Fig. 1: register map, names as in the netlist
Scale bar: 100 um. Other sequential cells in the stronger grey, the rest of the logic in the fainter grey.
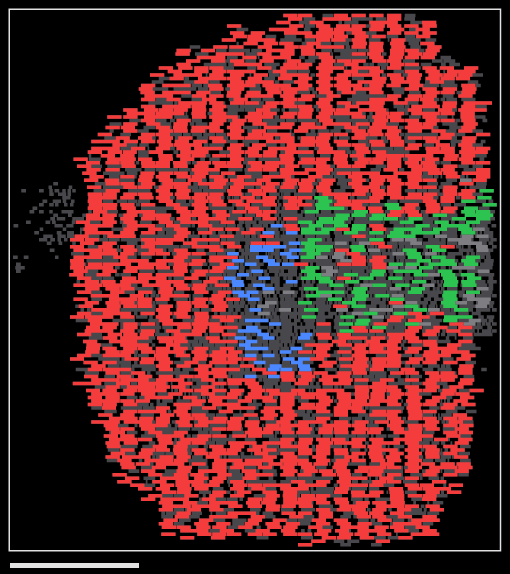
Fig. 2: clock routing
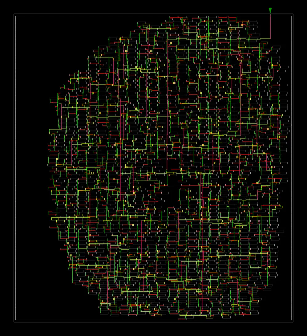
Fig. 3: clock wires, drivers and flops
Scale bar: 100 um.
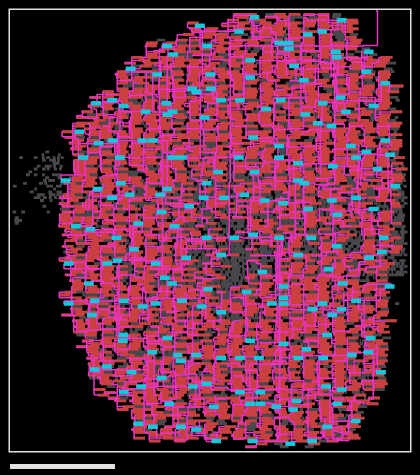
==> config.mk <==
export PLATFORM = sky130hd
export DESIGN_NAME = pixel_l1_buffer
export DESIGN_NICKNAME = d
export VERILOG_FILES = /design/src/rtl/pixel_l1_pkg.sv /design/src/rtl/pixel_l1_fifo.sv /design/src/rtl/pixel_l1_buffer.sv
export SDC_FILE = /design/constraint.sdc
export NUM_CORES = 2
export LEC_CHECK = 0
export CAP_MARGIN = 20
export CORE_AREA = 2 2 378 417
export CTS_CLUSTER_SIZE = 20
export DETAILED_ROUTE_END_ITERATION = 8
export DIE_AREA = 0 0 380 419
export GPL_ROUTABILITY_DRIVEN = 0
export PLACE_DENSITY = 0.83
export SYNTH_ARGS = -nofsm -noshare
export SYNTH_HDL_FRONTEND = slang
export SYNTH_SLANG_ARGS = --single-unit
==> constraint.sdc <==
create_clock -name clk40 -period 4.9 [get_ports clk40]
set_input_delay 0.98 -clock clk40 [delete_from_list [all_inputs] [get_ports clk40]]
set_output_delay 0.98 -clock clk40 [all_outputs]
set_load 0.02 [all_outputs]
==> src/rtl/pixel_l1_pkg.sv <==
// Shared types and constants for the pixel L1 trigger buffer.
// The entry payload layout is also the low part of every emitted word.
package pixel_l1_pkg;

    localparam int TOA_W          = 10;
    localparam int TOT_W          = 9;
    localparam int CAL_W          = 10;
    localparam int TAG_W          = 8;
    localparam int DEF_DEPTH      = 64;
    localparam int DEF_FIFO_DEPTH = 4;

    localparam int PAYLOAD_W = 1 + TOA_W + TOT_W + CAL_W;
    // Bit 38 is a spare MSB, always driven 0; the tag sits directly below it.
    localparam int WORD_W    = 1 + TAG_W + PAYLOAD_W;

    typedef struct packed {
        logic             err;
        logic [TOA_W-1:0] toa;
        logic [TOT_W-1:0] tot;
        logic [CAL_W-1:0] cal;
    } l1Payload_t;

    typedef struct packed {
        logic       hit;
        l1Payload_t payload;
    } l1Entry_t;

    typedef struct packed {
        logic             spare;
        logic [TAG_W-1:0] tag;
        l1Payload_t       payload;
    } l1Word_t;

    // Inclusive window test; an inverted window (lower > upper) never passes.
    function automatic logic toaInWindow(input logic [TOA_W-1:0] toa,
                                         input logic [TOA_W-1:0] lower,
                                         input logic [TOA_W-1:0] upper);
        return (toa >= lower) && (toa <= upper);
    endfunction

endpackage

==> src/rtl/pixel_l1_fifo.sv <==
// Output FIFO for the pixel L1 buffer. The head word is presented on a
// registered dout/doutValid pair; a word leaves when doutValid & popReady.
// A push into a full FIFO is accepted only if a pop happens the same cycle.
module pixel_l1_fifo
    import pixel_l1_pkg::*;
#(
    parameter int WIDTH = WORD_W,
    parameter int DEPTH = DEF_FIFO_DEPTH
) (
    input  logic             clk,
    input  logic             resetn,
    input  logic             push,
    input  logic [WIDTH-1:0] pushData,
    input  logic             popReady,
    output logic [WIDTH-1:0] dout,
    output logic             doutValid,
    output logic             full
);

    localparam int PW = $clog2(DEPTH);
    localparam int CW = PW + 1;

    logic [WIDTH-1:0] mem [DEPTH];
    logic [PW-1:0]    wrPtr;
    logic [PW-1:0]    rdPtr;
    logic [PW-1:0]    rdPtrNext;
    logic [CW-1:0]    count;
    logic [CW-1:0]    countNext;
    logic             pop;
    logic             doPush;
    logic [WIDTH-1:0] headNext;

    assign full      = (count == CW'(DEPTH));
    assign pop       = doutValid & popReady;
    assign doPush    = push & (~full | pop);
    assign rdPtrNext = rdPtr + PW'(pop);
    assign countNext = count + CW'(doPush) - CW'(pop);
    // When the FIFO drains to nothing this cycle, the new head is the word
    // being pushed right now, which is not in mem yet.
    assign headNext  = (count == CW'(pop)) ? pushData : mem[rdPtrNext];

    // Storage write; data only, no reset.
    always_ff @(posedge clk) begin
        if (doPush) begin
            mem[wrPtr] <= pushData;
        end
    end

    // Pointers, occupancy and the registered head word.
    always_ff @(posedge clk or negedge resetn) begin
        if (!resetn) begin
            wrPtr     <= '0;
            rdPtr     <= '0;
            count     <= '0;
            doutValid <= 1'b0;
            dout      <= '0;
        end else begin
            if (doPush) begin
                wrPtr <= wrPtr + 1'b1;
            end
            rdPtr     <= rdPtrNext;
            count     <= countNext;
            doutValid <= (countNext != '0);
            if (countNext != '0) begin
                dout <= headNext;
            end
        end
    end

endmodule

==> src/rtl/pixel_l1_buffer.sv <==
// Pixel L1 trigger buffer: a circular buffer written every clk40 cycle with
// the current TDC result, read back 'latency' cycles later on l1a, and
// matched hits queued into an output FIFO tagged with the L1A count.
// Optional feature: define PIXEL_L1_TOA_WINDOW_EN to store only hits whose
// TOA lies in [toaLower, toaUpper]; without it the window ports are ignored.
module pixel_l1_buffer
    import pixel_l1_pkg::*;
#(
    parameter int DEPTH      = DEF_DEPTH,
    parameter int FIFO_DEPTH = DEF_FIFO_DEPTH
) (
    input  logic                     clk40,
    input  logic                     resetn,
    input  logic                     enable,
    input  logic                     hitFlag,
    input  logic [TOA_W-1:0]         TOA_codeReg,
    input  logic [TOT_W-1:0]         TOT_codeReg,
    input  logic [CAL_W-1:0]         Cal_codeReg,
    input  logic                     TOAerrorFlagReg,
    input  logic                     TOTerrorFlagReg,
    input  logic                     CalerrorFlagReg,
    input  logic [$clog2(DEPTH)-1:0] latency,
    input  logic                     l1a,
    input  logic [TOA_W-1:0]         toaLower,
    input  logic [TOA_W-1:0]         toaUpper,
    output logic [WORD_W-1:0]        dout,
    output logic                     doutValid,
    input  logic                     doutReady,
    output logic                     overflowFlag,
    output logic [TAG_W-1:0]         l1aTag
);

    localparam int AW = $clog2(DEPTH);

    logic [AW-1:0]    wptr;
    logic [AW-1:0]    rdAddr;
    logic [DEPTH-1:0] hitMem;
    l1Payload_t       payloadMem [DEPTH];
    logic             windowPass;
    l1Entry_t         wrEntry;
    l1Word_t          pushWord;
    logic             push;
    logic             fifoFull;
    logic             drop;

`ifdef PIXEL_L1_TOA_WINDOW_EN
    assign windowPass = toaInWindow(TOA_codeReg, toaLower, toaUpper);
`else
    logic unusedWindow;
    assign windowPass   = 1'b1;
    assign unusedWindow = ^{toaLower, toaUpper};
`endif

    // Build this cycle's entry; a non-hit stores an all-zero payload.
    always_comb begin
        wrEntry     = '0;
        wrEntry.hit = hitFlag & enable & windowPass;
        if (wrEntry.hit) begin
            wrEntry.payload.err = TOAerrorFlagReg | TOTerrorFlagReg | CalerrorFlagReg;
            wrEntry.payload.toa = TOA_codeReg;
            wrEntry.payload.tot = TOT_codeReg;
            wrEntry.payload.cal = Cal_codeReg;
        end
    end

    // Write pointer and hit bits; hit bits are reset so stale data never matches.
    always_ff @(posedge clk40 or negedge resetn) begin
        if (!resetn) begin
            wptr   <= '0;
            hitMem <= '0;
        end else begin
            hitMem[wptr] <= wrEntry.hit;
            wptr         <= wptr + 1'b1;
        end
    end

    // Payload storage; only ever read when its hit bit is set, so no reset.
    always_ff @(posedge clk40) begin
        payloadMem[wptr] <= wrEntry.payload;
    end

    // Read happens before this cycle's write, so latency 0 sees the entry
    // written a full DEPTH cycles ago.
    assign rdAddr   = wptr - latency;
    assign push     = l1a & hitMem[rdAddr];
    assign pushWord = {1'b0, l1aTag, payloadMem[rdAddr]};
    assign drop     = push & fifoFull & ~(doutValid & doutReady);

    // L1A counter and sticky overflow flag.
    always_ff @(posedge clk40 or negedge resetn) begin
        if (!resetn) begin
            l1aTag       <= '0;
            overflowFlag <= 1'b0;
        end else begin
            if (l1a) begin
                l1aTag <= l1aTag + 1'b1;
            end
            if (drop) begin
                overflowFlag <= 1'b1;
            end
        end
    end

    pixel_l1_fifo #(
        .WIDTH (WORD_W),
        .DEPTH (FIFO_DEPTH)
    ) uFifo (
        .clk       (clk40),
        .resetn    (resetn),
        .push      (push),
        .pushData  (pushWord),
        .popReady  (doutReady),
        .dout      (dout),
        .doutValid (doutValid),
        .full      (fifoFull)
    );

endmodule

==> summary.txt <==
Reports from this run.

- After detailed routing, the number of remaining DRC violations is 0.
- The multiplexer share of the synthesized area is 0.1782.
- Counting the inverters off the clock network in the layout gives 14.
- The via count of the first global-routing pass reads approximately 46000.
- The final critical delay including setup and external delays is 4.851 ns.
- The clock network area share is 0.06475.
- The total inserted antenna cells is 0.
- The synthesized-area fraction occupied by and/or/nand/nor cells reads 0.02318.
- The post-synth net total is 4135.
- The critical path's largest stage delay reads 0.55 ns.
- Per the synthesis report, the adder-cell share of the synthesized area is 0.002494.
- Counting the clock-network buffers in the layout gives about 240.
- The relative area change from synthesis to final layout reads 14.20%.
- The maximum resistive drop on vdd is 0.8005 mV.
- The number of buffers on the longest clock path is 3.
- Per the detail_route report, routed wire per instance is 35.37 um.
- The overall chip area reads about 160000 um2.
- The storage element area reads 65350 um2.
- The capturing instance or port of the critical path is uFifo.dout[8].
- The final hold violation count is 0.
- The flop share of the area is 0.6631.
- The overall track demand over capacity in global routing is 0.2943.
- The number of multi-input logic gates is 1586.
- The share of the core filled with cells reads 0.6350.
- The height of the chip reads 419 um.
- The global routing met1 resource utilization reads 0.3693.
- The worst register-to-register path begins at wptr[0].
- The power report puts the net switching power at 10.37 mW.
- Entering global routing, the biggest net connects 141 pins.
- The floorplan report gives the top-level pin count as 113.
- The via count normalized by instance count reads 6.911.
- The length of the first detailed-routing pass in iterations reads 6.
- The filler cell count in the final layout is 9548.
- Walking the worst path, the cells encountered are clkdlybuf4s50_1 > inv_1 > ha_4 > and3b_1 > or3_2 > and2_4 > and3_1 > or4_4 > o22a_4 > inv_2 > ha_2 > fa_2 > or3_4 > buf_6 > buf_16 > nand2_1 > o32a_1.
- The initial antenna violation count reads 14.
- The setup slack of the worst register-to-register path is 0.09 ns.
- After detailed routing, the met3 layer carries 31750 um of wire.
- Setup repair after global routing left no endpoint under its margin.
- The slew of the pin with the lowest slew margin reads ~1.2 ns.
- The post-synthesis share of cell area spent on and-or and or-and gates is 0.02320.
- The number of register bits inferred by synthesis reads about 2200.
- The part of the power in the clock network is 0.363.
- STA on the placed design reports a worst setup slack of -1.023 ns.
- The met3 capacity usage during global routing is 0.08725.
- In the final report, the number of endpoints failing setup comes to 0.
- The internal portion of total power reads between 30 and 40 mW.
- The number of distinct library cell variants in the gate-level netlist after synthesis reads 46.
- The switching portion of total power comes to 0.2437.
- The cell count in the Yosys report is 4055.
- The post-placement cell area reads 91890 um2.
- The cell resize tally after clock tree synthesis reads 14.
- The post-synth area from yosys stat reads about 86000 um2.
- The capture point of the worst register-to-register path is recorded as uFifo.dout[8].
- The residual overflow from global routing is 0.
- The count of buffers not belonging to the clock network in the layout reads 376.
- The clock tree skew after final layout reads 0.03100 ns.
- The xor/xnor share of the synthesized area is 0.001827.
- The endpoint required time on the critical path reads 5.68 ns.
- The static leakage reads 31.34 nW.
- The total tool warning count is 52.
- For reference, the critical path is launched at latency[2].
- The width of the chip is 380 um.
- In the layout the commonest cells are edfxtp_1, mux4_2, buf_4.
- The tool flagged a number of max-cap violations equal to 0.
- For reference, the post-synthesis area per instance comes to 21.28 um2.
- The number of routed nets with antenna violations reads 0.
- Per the post-synthesis report, the number of cells in the design is 4055.
- Overall power consumption after layout is estimated at 42.54 mW.
- The final count of pins violating max slew reads 0.
- Multi-input logic gates represent a cell area share of 0.2076.
- Including well taps, the total number of placed cells is a little over 6000.
- The highest metal layer used by the detailed router is met5.
- The most critical hold endpoint after final layout shows a slack of 0.1264 ns.
- The kind of path behind the tightest hold check reads input pin to async pin.
- The worst pin sits at a relative slew slack of 0.2133.
- Per the CTS log, the maximum H-tree level is 4.
- The number of cells on the worst reg-to-reg path is 18.
- The setup slack of the critical path after layout is just under 0.05 ns.
- The most frequent logic cell in the layout is edfxtp_1.
- The total power density per cell area reads 431.7 nW/um2.
- The count of warnings emitted by yosys is 0.
- Data on the critical path arrives at its endpoint at 5.63 ns.
- The first-pass GRT wire length is 333000 um.
- The post-CTS clock slew at the launch and capture registers of the worst setup and hold paths is 0.07 ns.
- The net count of the finished layout is approximately 4400.
- The layer with the highest usage reads met2.
- The row count reads 152.
- The sum of routed wire segments on met1 reads 76490 um.
- In the detailed route, the total length drawn on met2 is about 110000 um.
- The number of enable-type register cells in the synthesized netlist reads 2072.
- The worst setup path is of the input pin to register kind.
- The largest cell class by area is sequential cells.
- TritonCTS built the clock tree.
- The total detailed-routing wirelength is 233700 um.
- The share of total power dissipated in sequential elements is 0.503.
- On met2, the global router reports a usage of 0.4717.
- STA classifies the critical path endpoint as a register.
- The via count is 45648.
- The logic area is around 20000 um2.
- After the flow finishes, the layout carries non-filler instances totaling 6605.
- Measured on the final layout, buffering overhead outside the clock network stands at 0.03762.
- The share of total power dissipated in combinational logic is 0.134.
- The buffer type at the clock tree root reads clkbuf_16.
- The layout summary lists the proportion of cells stronger than drive strength 1 as 0.3098.
- Detailed placement ended at an HPWL of 129000 um.
- Summed over all failing endpoints, the final setup total negative slack is 0 ns.
- The flow ran to the end, and the final reports show no timing, DRC or antenna violations.
- The critical path launch point type reads an input pin.
- The largest non-sequential cell family by area is multiplexers.
- The placeable core region reads around 160000 um2.
- In this run, post-CTS hold repair placed 0 buffers.
- The number of tapcells is 2079.
- The final standard cell area without fillers reads 98550 um2.
- The highest fanout seen on the critical path reads 11.
- The commonest register cell after synthesis reads edfxtp_1.
- The share of the yosys chip area belonging to registers reads 0.7573.
- The share of flip-flops with an asynchronous set or reset after synthesis is 0.05690.
- For this configuration, the core starts out at a cell density of 0.5561.
- As logged by OpenROAD, the buffers inserted on ports number 91.
- The post-route clock period utilization is 0.9900.
- The number of buffers inserted to repair setup after CTS is 6.
- Among all stages on the critical path, the largest delay is contributed by or4_4.
- The area of the mapped netlist is 86290 um2.
-- Fig. 1 (at the start) --
| colour | name in the netlist | sequential cells | where |
|---|---|---|---|
| green | `uFifo.mem` | 152 | middle right |
| blue | `hitMem` | 64 | centre |
| red | `payloadMem` | 1920 | spread over the die |

-- Fig. 2 (at the start) --
later-pin clock latency in the skew report: 0.85 ns
Clock net power: 15.4 mW
number of buffers added by the clock tree synthesis step: 191
clk sinks: 2197
seq_cells: 2197

-- Fig. 3 (at the start) --
[cyan] clock-net drivers | count: 191
[red] flip-flops | count: 2197
[magenta] clock wires | length: 22.4 mm
flops lie: spread over the die

cells in the mapped netlist, types with 8 or more instances:
library cell | instances | area share
a211oi_1 | 90 | 0.0078
o32a_1 | 30 | 0.0035
o22ai_1 | 30 | 0.0022
inv_1 | 14 | 0.00061
ha_1 | 14 | 0.0020
nor2_1 | 106 | 0.0046
mux4_2 | 534 | 0.14
xnor2_1 | 10 | 0.0010
mux2_2 | 125 | 0.016
nand2_1 | 189 | 0.0082
clkbuf_1 | 134 | 0.0058
mux2i_1 | 193 | 0.022
buf_4 | 17 | 0.0015
and3_1 | 95 | 0.0069
xor2_1 | 8 | 0.00081
buf_1 | 31 | 0.0013
or3_1 | 8 | 0.00058
dfrtp_1 | 125 | 0.036
edfxtp_1 | 2072 | 0.72
nand3_1 | 8 | 0.00046
nor2b_1 | 8 | 0.00058
a31o_2 | 60 | 0.0061
buf_2 | 75 | 0.0043
a21oi_1 | 39 | 0.0023
power groups by stage:
stage / sequential, mW / combinational (mW) / clock, mW
3_5_place_dp: 21.8 / 5.26 / 0
6_report: 21.4 / 5.70 / 15.4
2_1_floorplan: 21.8 / 3.15 / 0
4_1_cts: 21.4 / 5.60 / 15.5
5_1_grt: 21.4 / 5.93 / 16.1
3_3_place_gp: 21.7 / 5.08 / 0
registers in the layout, indices dropped and copies added (netlist names):
name             count
payloadMem        1920
uFifo.count          3
l1aTag               8
wptr                 6
overflowFlag         1
uFifo.doutValid      1
uFifo.rdPtr          2
uFifo.dout          38
uFifo.mem          152
hitMem              64
uFifo.wrPtr          2
critical path, delay by kind of cell:
| family | cells | cell delay, ns |
|---|---|---|
| and+or+nand+nor | 7 | 2.22 |
| buffers and inverters | 5 | 1.07 |
| adders and majority gates | 3 | 0.92 |
| AOI/OAI and AO/OA | 2 | 0.40 |
No activity file was given, so power comes from the tool's default toggle rates.
